Figure 1. Where the registers sit (run 1).
Scale: 4 px per um.
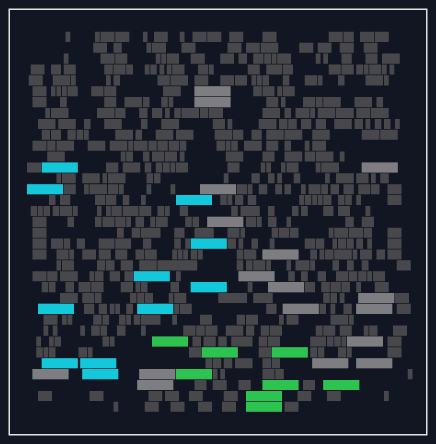
Figure 2. Wiring heat map (run 1).
Scale: 4 px per um. The die is cut into 21 by 21 equal tiles; black is low, pale yellow is high, scaled to the fullest tile. Values are wire area over tile area, all layers added.
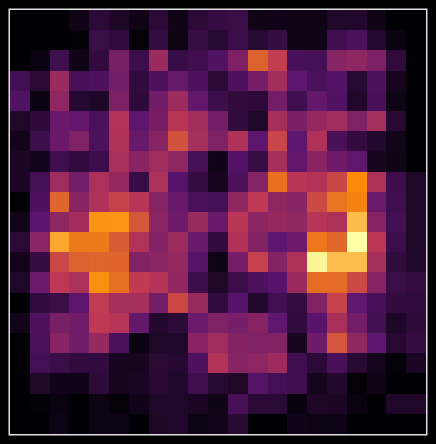
Figure 3. Met3 routing (run 1).
Scale: 4 px per um.
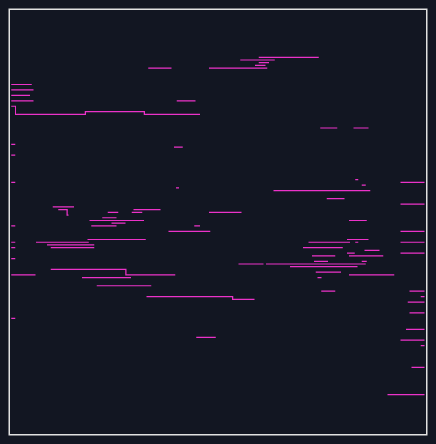
===== src/rtl/vga_box_painter_if.sv =====
// Bus between the VGA timing block and the box painter.
// Streaming, one pixel per clock: there is no valid/ready pair. Every cycle
// carries one pixel position; the painter has no backpressure and always consumes it.
// The dbg_* signals expose the bounce FSM state, position and direction so that checkers can observe them.
interface vga_box_painter_if;
    logic [10:0] count_h;
    logic [10:0] count_v;
    logic        h_sync_in;
    logic        v_sync_in;
    logic        pause;
    logic [3:0]  r;
    logic [3:0]  g;
    logic [3:0]  b;
    logic        h_sync;
    logic        v_sync;
    logic [7:0]  bounce_count;
    logic [10:0] dbg_x;
    logic [10:0] dbg_y;
    logic        dbg_dir_x;   // 0 = RIGHT, 1 = LEFT
    logic        dbg_dir_y;   // 0 = DOWN,  1 = UP

    // Timing side: drives counts/syncs/pause, receives pixels.
    modport master (
        output count_h, count_v, h_sync_in, v_sync_in, pause,
        input  r, g, b, h_sync, v_sync, bounce_count,
        input  dbg_x, dbg_y, dbg_dir_x, dbg_dir_y
    );

    // Painter side.
    modport slave (
        input  count_h, count_v, h_sync_in, v_sync_in, pause,
        output r, g, b, h_sync, v_sync, bounce_count,
        output dbg_x, dbg_y, dbg_dir_x, dbg_dir_y
    );
endinterface


===== src/rtl/vga_box_painter.sv =====
// vga_box_painter: draws a bouncing solid square over a blue background.
// The box position updates once per frame on the frame tick (count_h==0 and count_v==0).
// RGB and syncs are registered together, so they share a latency of 1 cycle.
// Optional macro VGA_BOX_COLOR_CYCLE_EN: the box colour steps red->green->yellow->white on each bounce event.
module vga_box_painter #(
    parameter int H_START  = 241,
    parameter int H_ACTIVE = 799,
    parameter int V_START  = 67,
    parameter int V_ACTIVE = 599,
    parameter int BOX      = 32,
    parameter int STEP     = 2
) (
    input  logic              clk,
    input  logic              rst_n,
    vga_box_painter_if.slave  bus
);

    typedef enum logic {DIR_RIGHT = 1'b0, DIR_LEFT = 1'b1} dir_x_t;
    typedef enum logic {DIR_DOWN  = 1'b0, DIR_UP   = 1'b1} dir_y_t;

    localparam logic [11:0] L_H_START = 12'(H_START);
    localparam logic [11:0] L_H_END   = 12'(H_START + H_ACTIVE);
    localparam logic [11:0] L_V_START = 12'(V_START);
    localparam logic [11:0] L_V_END   = 12'(V_START + V_ACTIVE);
    localparam logic [11:0] L_BOX     = 12'(BOX);
    localparam logic [11:0] L_STEP    = 12'(STEP);
    localparam logic [11:0] L_X_MAX   = 12'(H_ACTIVE - BOX);
    localparam logic [11:0] L_Y_MAX   = 12'(V_ACTIVE - BOX);

    logic [10:0] r_x, r_y;
    dir_x_t      r_dir_x;
    dir_y_t      r_dir_y;
    logic [7:0]  r_bounce_count;
    logic [3:0]  r_r, r_g, r_b;
    logic        r_h_sync, r_v_sync;

    logic [10:0] w_next_x, w_next_y;
    dir_x_t      w_next_dir_x;
    dir_y_t      w_next_dir_y;
    logic        w_bounce_x, w_bounce_y, w_bounce;
    logic        w_tick, w_update;
    logic [10:0] w_px, w_py;
    logic        w_active, w_in_box;
    logic [11:0] w_box_rgb;

    assign w_tick   = (bus.count_h == 11'd0) && (bus.count_v == 11'd0);
    assign w_update = w_tick && !bus.pause;
    assign w_bounce = w_bounce_x || w_bounce_y;

    // X axis FSM: next position/direction and bounce flag for this tick.
    always_comb begin
        w_next_x     = r_x;
        w_next_dir_x = r_dir_x;
        w_bounce_x   = 1'b0;
        if (w_update) begin
            case (r_dir_x)
                DIR_RIGHT: begin
                    if (({1'b0, r_x} + L_STEP) >= L_X_MAX) begin
                        w_next_x     = L_X_MAX[10:0];
                        w_next_dir_x = DIR_LEFT;
                        w_bounce_x   = 1'b1;
                    end else begin
                        w_next_x = r_x + L_STEP[10:0];
                    end
                end
                default: begin
                    if ({1'b0, r_x} <= L_STEP) begin
                        w_next_x     = 11'd0;
                        w_next_dir_x = DIR_RIGHT;
                        w_bounce_x   = 1'b1;
                    end else begin
                        w_next_x = r_x - L_STEP[10:0];
                    end
                end
            endcase
        end
    end

    // Y axis FSM: same rules as X against the vertical limit.
    always_comb begin
        w_next_y     = r_y;
        w_next_dir_y = r_dir_y;
        w_bounce_y   = 1'b0;
        if (w_update) begin
            case (r_dir_y)
                DIR_DOWN: begin
                    if (({1'b0, r_y} + L_STEP) >= L_Y_MAX) begin
                        w_next_y     = L_Y_MAX[10:0];
                        w_next_dir_y = DIR_UP;
                        w_bounce_y   = 1'b1;
                    end else begin
                        w_next_y = r_y + L_STEP[10:0];
                    end
                end
                default: begin
                    if ({1'b0, r_y} <= L_STEP) begin
                        w_next_y     = 11'd0;
                        w_next_dir_y = DIR_DOWN;
                        w_bounce_y   = 1'b1;
                    end else begin
                        w_next_y = r_y - L_STEP[10:0];
                    end
                end
            endcase
        end
    end

    // Position/direction state; a corner hit increments the bounce count once.
    always_ff @(posedge clk or negedge rst_n) begin
        if (!rst_n) begin
            r_x            <= 11'd0;
            r_y            <= 11'd0;
            r_dir_x        <= DIR_RIGHT;
            r_dir_y        <= DIR_DOWN;
            r_bounce_count <= 8'd0;
        end else begin
            r_x     <= w_next_x;
            r_y     <= w_next_y;
            r_dir_x <= w_next_dir_x;
            r_dir_y <= w_next_dir_y;
            if (w_bounce) begin
                r_bounce_count <= r_bounce_count + 8'd1;
            end
        end
    end

`ifdef VGA_BOX_COLOR_CYCLE_EN
    logic [1:0] r_color_idx;

    // Colour index steps once per bounce event and wraps from 3 to 0.
    always_ff @(posedge clk or negedge rst_n) begin
        if (!rst_n) begin
            r_color_idx <= 2'd0;
        end else if (w_bounce) begin
            r_color_idx <= r_color_idx + 2'd1;
        end
    end

    // Box colour lookup by index.
    always_comb begin
        w_box_rgb = 12'hF00;
        case (r_color_idx)
            2'd0:    w_box_rgb = 12'hF00;
            2'd1:    w_box_rgb = 12'h0F0;
            2'd2:    w_box_rgb = 12'hFF0;
            default: w_box_rgb = 12'hFFF;
        endcase
    end
`else
    assign w_box_rgb = 12'hF00;
`endif

    // Pixel coordinates wrap outside the active area, so they are only trusted when w_active is set.
    assign w_px = bus.count_h - L_H_START[10:0];
    assign w_py = bus.count_v - L_V_START[10:0];

    assign w_active = ({1'b0, bus.count_h} >= L_H_START) && ({1'b0, bus.count_h} < L_H_END) &&
                      ({1'b0, bus.count_v} >= L_V_START) && ({1'b0, bus.count_v} < L_V_END);

    assign w_in_box = w_active &&
                      ({1'b0, w_px} >= {1'b0, r_x}) && ({1'b0, w_px} < ({1'b0, r_x} + L_BOX)) &&
                      ({1'b0, w_py} >= {1'b0, r_y}) && ({1'b0, w_py} < ({1'b0, r_y} + L_BOX));

    // Pixel and sync output registers keep RGB aligned with the delayed syncs.
    always_ff @(posedge clk or negedge rst_n) begin
        if (!rst_n) begin
            r_r      <= 4'd0;
            r_g      <= 4'd0;
            r_b      <= 4'd0;
            r_h_sync <= 1'b0;
            r_v_sync <= 1'b0;
        end else begin
            r_h_sync <= bus.h_sync_in;
            r_v_sync <= bus.v_sync_in;
            if (w_in_box) begin
                r_r <= w_box_rgb[11:8];
                r_g <= w_box_rgb[7:4];
                r_b <= w_box_rgb[3:0];
            end else if (w_active) begin
                r_r <= 4'h0;
                r_g <= 4'h0;
                r_b <= 4'h4;
            end else begin
                r_r <= 4'h0;
                r_g <= 4'h0;
                r_b <= 4'h0;
            end
        end
    end

    assign bus.r            = r_r;
    assign bus.g            = r_g;
    assign bus.b            = r_b;
    assign bus.h_sync       = r_h_sync;
    assign bus.v_sync       = r_v_sync;
    assign bus.bounce_count = r_bounce_count;
    assign bus.dbg_x        = r_x;
    assign bus.dbg_y        = r_y;
    assign bus.dbg_dir_x    = r_dir_x;
    assign bus.dbg_dir_y    = r_dir_y;

endmodule


===== src/flat_wrapper.sv =====
// flat-port wrapper written by rule: the top's interface ports become plain ports
module vga_box_painter_flat 
#(
    parameter int H_START  = 241,
    parameter int H_ACTIVE = 799,
    parameter int V_START  = 67,
    parameter int V_ACTIVE = 599,
    parameter int BOX      = 32,
    parameter int STEP     = 2
)
  (clk, rst_n, bus_count_h, bus_count_v, bus_h_sync_in, bus_v_sync_in, bus_pause, bus_r, bus_g, bus_b, bus_h_sync, bus_v_sync, bus_bounce_count, bus_dbg_x, bus_dbg_y, bus_dbg_dir_x, bus_dbg_dir_y);
  vga_box_painter_if bus_i ();
  input  logic clk;
  input  logic rst_n;
  input wire logic [$bits(bus_i.count_h)-1:0] bus_count_h;
  input wire logic [$bits(bus_i.count_v)-1:0] bus_count_v;
  input wire logic [$bits(bus_i.h_sync_in)-1:0] bus_h_sync_in;
  input wire logic [$bits(bus_i.v_sync_in)-1:0] bus_v_sync_in;
  input wire logic [$bits(bus_i.pause)-1:0] bus_pause;
  output wire logic [$bits(bus_i.r)-1:0] bus_r;
  output wire logic [$bits(bus_i.g)-1:0] bus_g;
  output wire logic [$bits(bus_i.b)-1:0] bus_b;
  output wire logic [$bits(bus_i.h_sync)-1:0] bus_h_sync;
  output wire logic [$bits(bus_i.v_sync)-1:0] bus_v_sync;
  output wire logic [$bits(bus_i.bounce_count)-1:0] bus_bounce_count;
  output wire logic [$bits(bus_i.dbg_x)-1:0] bus_dbg_x;
  output wire logic [$bits(bus_i.dbg_y)-1:0] bus_dbg_y;
  output wire logic [$bits(bus_i.dbg_dir_x)-1:0] bus_dbg_dir_x;
  output wire logic [$bits(bus_i.dbg_dir_y)-1:0] bus_dbg_dir_y;
  assign bus_i.count_h = bus_count_h;
  assign bus_i.count_v = bus_count_v;
  assign bus_i.h_sync_in = bus_h_sync_in;
  assign bus_i.v_sync_in = bus_v_sync_in;
  assign bus_i.pause = bus_pause;
  assign bus_r = bus_i.r;
  assign bus_g = bus_i.g;
  assign bus_b = bus_i.b;
  assign bus_h_sync = bus_i.h_sync;
  assign bus_v_sync = bus_i.v_sync;
  assign bus_bounce_count = bus_i.bounce_count;
  assign bus_dbg_x = bus_i.dbg_x;
  assign bus_dbg_y = bus_i.dbg_y;
  assign bus_dbg_dir_x = bus_i.dbg_dir_x;
  assign bus_dbg_dir_y = bus_i.dbg_dir_y;
  vga_box_painter #(.H_START(H_START), .H_ACTIVE(H_ACTIVE), .V_START(V_START), .V_ACTIVE(V_ACTIVE), .BOX(BOX), .STEP(STEP)) u_core (.clk(clk), .rst_n(rst_n), .bus(bus_i));
endmodule

===== config.mk =====
export PLATFORM = sky130hd
export DESIGN_NAME = vga_box_painter_flat
export DESIGN_NICKNAME = d
export VERILOG_FILES = /design/src/rtl/vga_box_painter_if.sv /design/src/rtl/vga_box_painter.sv /design/src/flat_wrapper.sv
export SDC_FILE = /design/constraint.sdc
export NUM_CORES = 1
export LEC_CHECK = 0
export ABC_CLOCK_PERIOD_IN_PS = 5000
export CAP_MARGIN = 20
export CORE_AREA = 3 3 101 103
export CTS_CLUSTER_SIZE = 16
export DETAILED_ROUTE_END_ITERATION = 8
export DIE_AREA = 0 0 104 106
export MAX_ROUTING_LAYER = met4
export PLACE_DENSITY_LB_ADDON = 0.05
export RECOVER_POWER = 25
export SYNTH_ARGS = -nofsm -noshare
export SYNTH_HDL_FRONTEND = slang
export SYNTH_SLANG_ARGS = --single-unit
export TNS_END_PERCENT = 10

===== constraint.sdc =====
create_clock -name clk -period 5 [get_ports clk]
set_input_delay 1 -clock clk [delete_from_list [all_inputs] [get_ports clk]]
set_output_delay 1 -clock clk [all_outputs]
set_load 0.01 [all_outputs]

==> reports/qor.tcl, run 1 <==
set qor(path_category_of_the_worst_min_delay_check) {reg -> reg}
set qor(multiInputGateArea_sq_um) 2990
set qor(cts_inserted_buffers) 5
set qor(floorplan.die.width_um) 104
set qor(p_per_area_nw_per_um2) 129
set qor(worst_ep_arrival_time_ns) 4.12
set qor(chipHeight_um) 106
set qor(relSlewSlack_pct) -31.8
set qor(finalInstanceArea_sq_um) 4940
set qor(power.share.clock_pct) 34.6
set qor(post_cts.resized_instances) 0
set qor(finClkSkew_ns) 0.0125
set qor(top_power_group) {registers}
set qor(path_class) {in -> reg}
set qor(antenna_cells) 0
set qor(grt_overflow_total) 0
set qor(failing_checks) {max-capacitance violations, max-slew violations}
set qor(peakVddDrop_mv) 0.0830
set qor(crit_end) {u_core.bus.r[2]}
set qor(design.portCount) 73
set qor(post-cts-setup-buffer-count) 0
set qor(cts.sink_count) 36
set qor(place.gp.congestion) 0.916
set qor(rsz0062_at_grt) {false}
set qor(worst-slew-pin-transition_ns) 1.98
set qor(launching_point_of_the_worst_reg2reg_path) {u_core.bus.dbg_y[5]}
set qor(hold_path.startpoint) {u_core.bus.bounce_count[7]}
set qor(fin_nets) 652
set qor(critical_path_cell_count) 10
set qor(clk_root_buffer_cell) {sky130_fd_sc_hd__clkbuf_8}
set qor(synth.cellmix.simpleShare_pct) 24.4
set qor(final_layout_size_suffix_gt1_share_pct) 3.99
set qor(seq_area_frac_synth_pct) 21.5
set qor(achievable-frequency_ghz) 0.258
set qor(synth_area_sq_um) 4180
set qor(synth_area_per_cell_sq_um) 7.91
set qor(antenna_violating_nets_left) 0
set qor(tns_ns) 0
set qor(finalClockPeriodUsage_pct) 77.7
set qor(post_synth_fa_ha_maj_area_fraction_pct) 14.7
set qor(synth.ff_latch_count) 36
set qor(synthDominantAreaCellType) {sky130_fd_sc_hd__dfrtp_1}
set qor(p_seq_share_pct) 45.8
set qor(r2r_cells) 7
set qor(cp.required_ns) 5.24
set qor(slew_viol_final) 37
set qor(synthMostInstantiatedCell) {sky130_fd_sc_hd__nand2_1}
set qor(clk-insertion-delay-late_ns) 0.30
set qor(synth_warnings) 0
set qor(post-dp-hpwl_mm) 8.69
set qor(synth_area_in_compound_gates_pct) 23.4
set qor(startpoint_type) {input pin}
set qor(clock_net_power_uw) 221
set qor(total_power_uw) 638
set qor(critPathBufInv) 1
set qor(layout-area-overhead-vs-synth_pct) 18.1
set qor(floorplan.core_util_pct) 45.1
set qor(route.detailed.drc) 0
set qor(cts_tree) {built}
set qor(global_route_wire_length_before_repair_mm) 19.2
set qor(xor_area_share_pct) 7.96
set qor(antenna_found_initial) 0
set qor(crit_reg_reg_endpoint) {u_core.bus.dbg_y[5]}
set qor(leakage_nw) 2.09
set qor(min_to) {u_core.bus.bounce_count[7]}
set qor(layout_top_cell_excl_fill_tap) {sky130_fd_sc_hd__clkdlybuf4s50_1}
set qor(combinationalPower_uw) 125
set qor(synth.logic.top_family) {simple AND/OR/NAND/NOR gates}
set qor(finalCriticalPeriod_ns) 3.88
set qor(setup.reg_to_reg.worst_slack_ns) 1.97
set qor(drt_iter0_markers) 164
set qor(synthTopCellsByArea) {sky130_fd_sc_hd__dfrtp_1 22%, sky130_fd_sc_hd__ha_1 15%, sky130_fd_sc_hd__xnor2_1 6.7%}
set qor(synth.yosys.num_cells) 529
set qor(ys_area_sq_um) 4180
set qor(ctsLongestPathBuffers) 2
set qor(port_buffers) 65
set qor(hold_viol) 0
set qor(async_flop_share_pct) 100
set qor(synth_cells) 529
set qor(synth_cell_types) 71
set qor(outcome) {complete, but fails checks}
set qor(p_sw_uw) 188
set qor(grt_pass1_vias) 3937
set qor(core_sq_um) 9280
set qor(cts_hold_buffers) 0
set qor(timing.critical_path.max_delay_family) {simple AND/OR/NAND/NOR gates}
set qor(finalSetupViolations) 0
set qor(enable_flop_cells) 0
set qor(finalNonFillerCells) 706
set qor(whs_path_depth) 1
set qor(ff_type) {sky130_fd_sc_hd__dfrtp_1}
set qor(warning_total_across_the_stage_logs) 36
set qor(post_drt_wl_per_cell_um) 16.1
set qor(netlist.area_leader.share_pct) 21.5
set qor(worst_setup_path_end_kind) {flop}
set qor(crit_path_max_fanout) 7
set qor(clk_pin_slew_ns) 0.09
set qor(groute.usage.overall_pct) 21.3
set qor(mostFrequentLayoutCells) {62 x sky130_fd_sc_hd__clkdlybuf4s50_1, 54 x sky130_fd_sc_hd__nand2_1, 49 x sky130_fd_sc_hd__ha_1, 37 x sky130_fd_sc_hd__o21ai_0, 36 x sky130_fd_sc_hd__dfrtp_1}
set qor(post_dp_cell_area_sq_um) 4850
set qor(maxCapViolCount) 1
set qor(p_int_uw) 450
set qor(hold_slack_ns) 0.470
set qor(synth.mux.area_fraction_pct) 0.359
set qor(fillCellCount) 943
set qor(cpMaxStageDelayCell) {sky130_fd_sc_hd__or4_1}
set qor(detailedPlace.worstSlack_ns) 0.821
-- Figure 1 (at the start) --
Green is u_core.bus.bounce_count, flops 8. Cyan is u_core.bus.dbg_x, flops 11.
Seq. pwr: 292 uW
share of the core filled with cells: 53.2%
Reg area: 901 sq um

-- Figure 2 (at the start) --
9.5% of the tiles are nearly empty. The mean over all tiles is 0.16. 10% of the tiles are over half the peak. The fullest tile reaches 0.67.

-- Figure 3 (at the start) --
The layer holds 4.9% of the routed length. The longest straight run is 24.6 um. 67 nets have wire on it.
GRT met3 Usage: 2.91%
number of vias in the routed layout: 4154
Total Wirelength: 11.3 mm

==> run 1: flip-flops by register name, summed over array words and instances, names as in the netlist <==
register,cells
u_core.bus.dbg_x,11
u_core.bus.b,1
u_core.bus.r,1
u_core.bus.h_sync,1
u_core.bus.dbg_dir_x,1
u_core.bus.bounce_count,8
u_core.bus.dbg_y,11
u_core.bus.dbg_dir_y,1
u_core.bus.v_sync,1
==> run 1: layout make-up <==
type                            count  area share (%)
Clock buffer                        5            1.39
Clock inverter                      3           0.430
Sequential cell                    36            18.2
Inverter                           36            2.73
Timing Repair Buffer               67            13.3
Tap cell                          129            3.27
Multi-Input combinational cell    430            60.6
==> run 1: layer usage <==
layer,track usage [%],wire length (um)
met5,-,0
met4,5.13,170
met2,35.2,5600
met3,2.91,558
met1,27.8,5020
## Run 2: what changed since run 1
--- a/config.mk
+++ b/config.mk
@@ -5,7 +5,7 @@
 export SDC_FILE = /design/constraint.sdc
 export NUM_CORES = 1
 export LEC_CHECK = 0
-export ABC_CLOCK_PERIOD_IN_PS = 5000
+export ABC_CLOCK_PERIOD_IN_PS = 3990
 export CAP_MARGIN = 20
 export CORE_AREA = 3 3 101 103
 export CTS_CLUSTER_SIZE = 16
==> constraint.sdc (replaced) <==
create_clock -name clk -period 3.99 [get_ports clk]
set_input_delay 0.798 -clock clk [delete_from_list [all_inputs] [get_ports clk]]
set_output_delay 0.798 -clock clk [all_outputs]
set_load 0.01 [all_outputs]
==> run 2 against run 1 <==
Compared with the run above: the run still ends with max-capacitance violations, max-slew violations left; global-route usage is 0.28 points higher; sequential share of layout area is 0.23 points lower; clock skew hardly changed; die area stayed put; register-to-register slack worse by 0.98 ns; synthesized cell count stayed put; critical path depth is 1 higher; clock power is 52% higher; power is 35% higher; largest cell class unchanged.
==> reports/qor.tcl, run 2 <==
set qor(outcome) {complete, but fails checks}
set qor(failing_checks) {max-capacitance violations, max-slew violations}
set qor(power.share.clock_pct) 38.9 ;# +4.3 points
set qor(ys_area_sq_um) 4180 ;# unchanged
set qor(timing.critical_path.max_delay_family) {simple AND/OR/NAND/NOR gates}
set qor(route.final.wire_length_mm) 11.6 ;# +1.9%
set qor(seq_area_frac_synth_pct) 21.5 ;# unchanged
set qor(synth_area_in_compound_gates_pct) 23.4 ;# unchanged
set qor(area.share.sequential_pct) 18.0 ;# -0.23 points
set qor(nonClockInverterCount) 36 ;# unchanged
set qor(warning_total_across_the_stage_logs) 36 ;# unchanged
set qor(cts.sink_count) 36 ;# unchanged
set qor(crit_end) {u_core.bus.r[2]}
set qor(p_int_uw) 628 ;# +39%
set qor(hold_viol) 0 ;# unchanged
set qor(maxCapViolCount) 1 ;# unchanged
set qor(mostFrequentLayoutCells) {62 x sky130_fd_sc_hd__clkdlybuf4s50_1, 54 x sky130_fd_sc_hd__nand2_1, 49 x sky130_fd_sc_hd__ha_1, 37 x sky130_fd_sc_hd__o21ai_0, 36 x sky130_fd_sc_hd__dfrtp_1}
set qor(launching_point_of_the_worst_reg2reg_path) {u_core.bus.dbg_x[3]}
set qor(finalCriticalPeriod_ns) 3.62
set qor(clk_root_buffer_cell) {sky130_fd_sc_hd__clkbuf_8}
set qor(num-nonclk-buffers) 71 ;# +6.0%
set qor(grt_pass1_vias) 4007 ;# +1.8%
set qor(synthDominantAreaCellType) {sky130_fd_sc_hd__dfrtp_1}
set qor(p_sw_uw) 234 ;# +25%
set qor(min_to) {u_core.bus.bounce_count[7]}
set qor(worst_ep_arrival_time_ns) 3.86 ;# -0.26 ns
set qor(grt_overflow_total) 0 ;# unchanged
set qor(place.gp.congestion) 0.938 ;# +2.4%
set qor(total_power_uw) 862 ;# +35%
set qor(critical_path_cell_count) 11 ;# +1
set qor(synth_cell_types) 71 ;# unchanged
set qor(crit_reg_reg_endpoint) {u_core.bus.bounce_count[1]}
set qor(floorplan.core_util_pct) 45.1 ;# unchanged
set qor(biggestCellCategory) {multi-input combinational cells}
set qor(synth.ff_latch_count) 36 ;# unchanged
set qor(synth_cells) 529 ;# unchanged
set qor(xor_area_share_pct) 7.96 ;# unchanged
set qor(antenna_violating_nets_left) 0 ;# unchanged
set qor(worst-slew-pin-transition_ns) 2.10 ;# +0.120 ns
set qor(async_flop_share_pct) 100 ;# unchanged
set qor(seq-power_uw) 367 ;# +26%
set qor(comb.multi_input.count) 430 ;# unchanged
set qor(enable_flop_cells) 0 ;# unchanged
set qor(fin_nets) 656 ;# +0.61%
set qor(combinationalPower_uw) 160 ;# +28%
set qor(ctsLongestPathBuffers) 2 ;# unchanged
set qor(cpMaxStageDelayCell) {sky130_fd_sc_hd__or4_1}
set qor(crit_path_max_fanout) 7 ;# unchanged
set qor(synth.cellmix.simpleShare_pct) 24.4 ;# unchanged
set qor(layout-area-overhead-vs-synth_pct) 19.7
set qor(relSlewSlack_pct) -39.8 ;# -8.0 points
set qor(regArea_sq_um) 901 ;# unchanged
set qor(slew_viol_final) 37 ;# unchanged
set qor(synth.logic.top_family) {simple AND/OR/NAND/NOR gates}
set qor(r2r_cells) 6 ;# -1
set qor(path_category_of_the_worst_min_delay_check) {reg -> reg}
set qor(critPathBufInv) 1 ;# unchanged
set qor(synth.mux.area_fraction_pct) 0.359 ;# unchanged
set qor(final_layout_size_suffix_gt1_share_pct) 4.65 ;# +0.66 points
set qor(post_cts.resized_instances) 0 ;# unchanged
set qor(synth_area_sq_um) 4180 ;# unchanged
set qor(non_clock_buffer_area_share_pct) 14.0 ;# +0.68 points
set qor(tns_ns) 0 ;# unchanged
set qor(achievable-frequency_ghz) 0.276
set qor(synth_warnings) 0 ;# unchanged
set qor(cts_hold_buffers) 0 ;# unchanged
set qor(multiInputGateArea_sq_um) 2990 ;# unchanged
set qor(synthTopCellsByArea) {sky130_fd_sc_hd__dfrtp_1 22%, sky130_fd_sc_hd__ha_1 15%, sky130_fd_sc_hd__xnor2_1 6.7%}
set qor(sh_comb_area_pct) 59.8 ;# -0.77 points
set qor(antenna_found_initial) 0 ;# unchanged
set qor(clk_pin_slew_ns) 0.09 ;# about the same
set qor(post-cts-setup-buffer-count) 0 ;# unchanged
set qor(fillCellCount) 926 ;# -1.8%
set qor(clockBufferCount) 5 ;# unchanged
set qor(groute.usage.overall_pct) 21.6 ;# +0.28 points
set qor(route.detailed.drc) 0 ;# unchanged
set qor(post_synth_fa_ha_maj_area_fraction_pct) 14.7 ;# unchanged
set qor(global_route_wire_length_before_repair_mm) 19.6 ;# +2.1%
set qor(finalClockPeriodUsage_pct) 90.7
set qor(ff_type) {sky130_fd_sc_hd__dfrtp_1}
set qor(design.portCount) 73 ;# unchanged
==> run 2: per-stage QoR <==
| stage | instance area (sq um) | setup slack (ns) | hold slack, ns | instances |
|---|---|---|---|---|
| 5_1_grt | 5000 | 0.217 | 0.534 | 710 |
| 3_3_place_gp | 4890 | 0.147 | 0.463 | 702 |
| 6_report | 5000 | 0.369 | 0.474 | 710 |
| 4_1_cts | 5010 | 0.376 | 0.486 | 710 |
| 2_1_floorplan | 4210 | 0.716 | 0.502 | 535 |
| 3_5_place_dp | 4890 | 0.0733 | 0.471 | 702 |
==> run 2: routing by layer <==
layer  global-route usage [%]  routed length, um
met5                        -                  0
met4                     5.70                195
met3                     2.61                477
met2                     35.8               5600
met1                     28.1               5290
Figure 4. Drive-strength map (run 2).
Scale: 4 px per um.
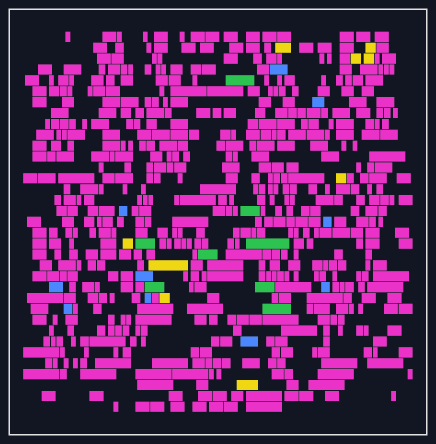
Magenta is x1 and smaller, cells 554, share 95%, most used clkdlybuf4s50_1. Blue is x2, cells 10, share 1.7%, most used or2_2. Yellow is x3 and x4, cells 9, share 1.5%, most used buf_4. Green is x6 and larger, cells 8, share 1.4%, most used clkbuf_8.

Power and IR drop assume default switching activity.
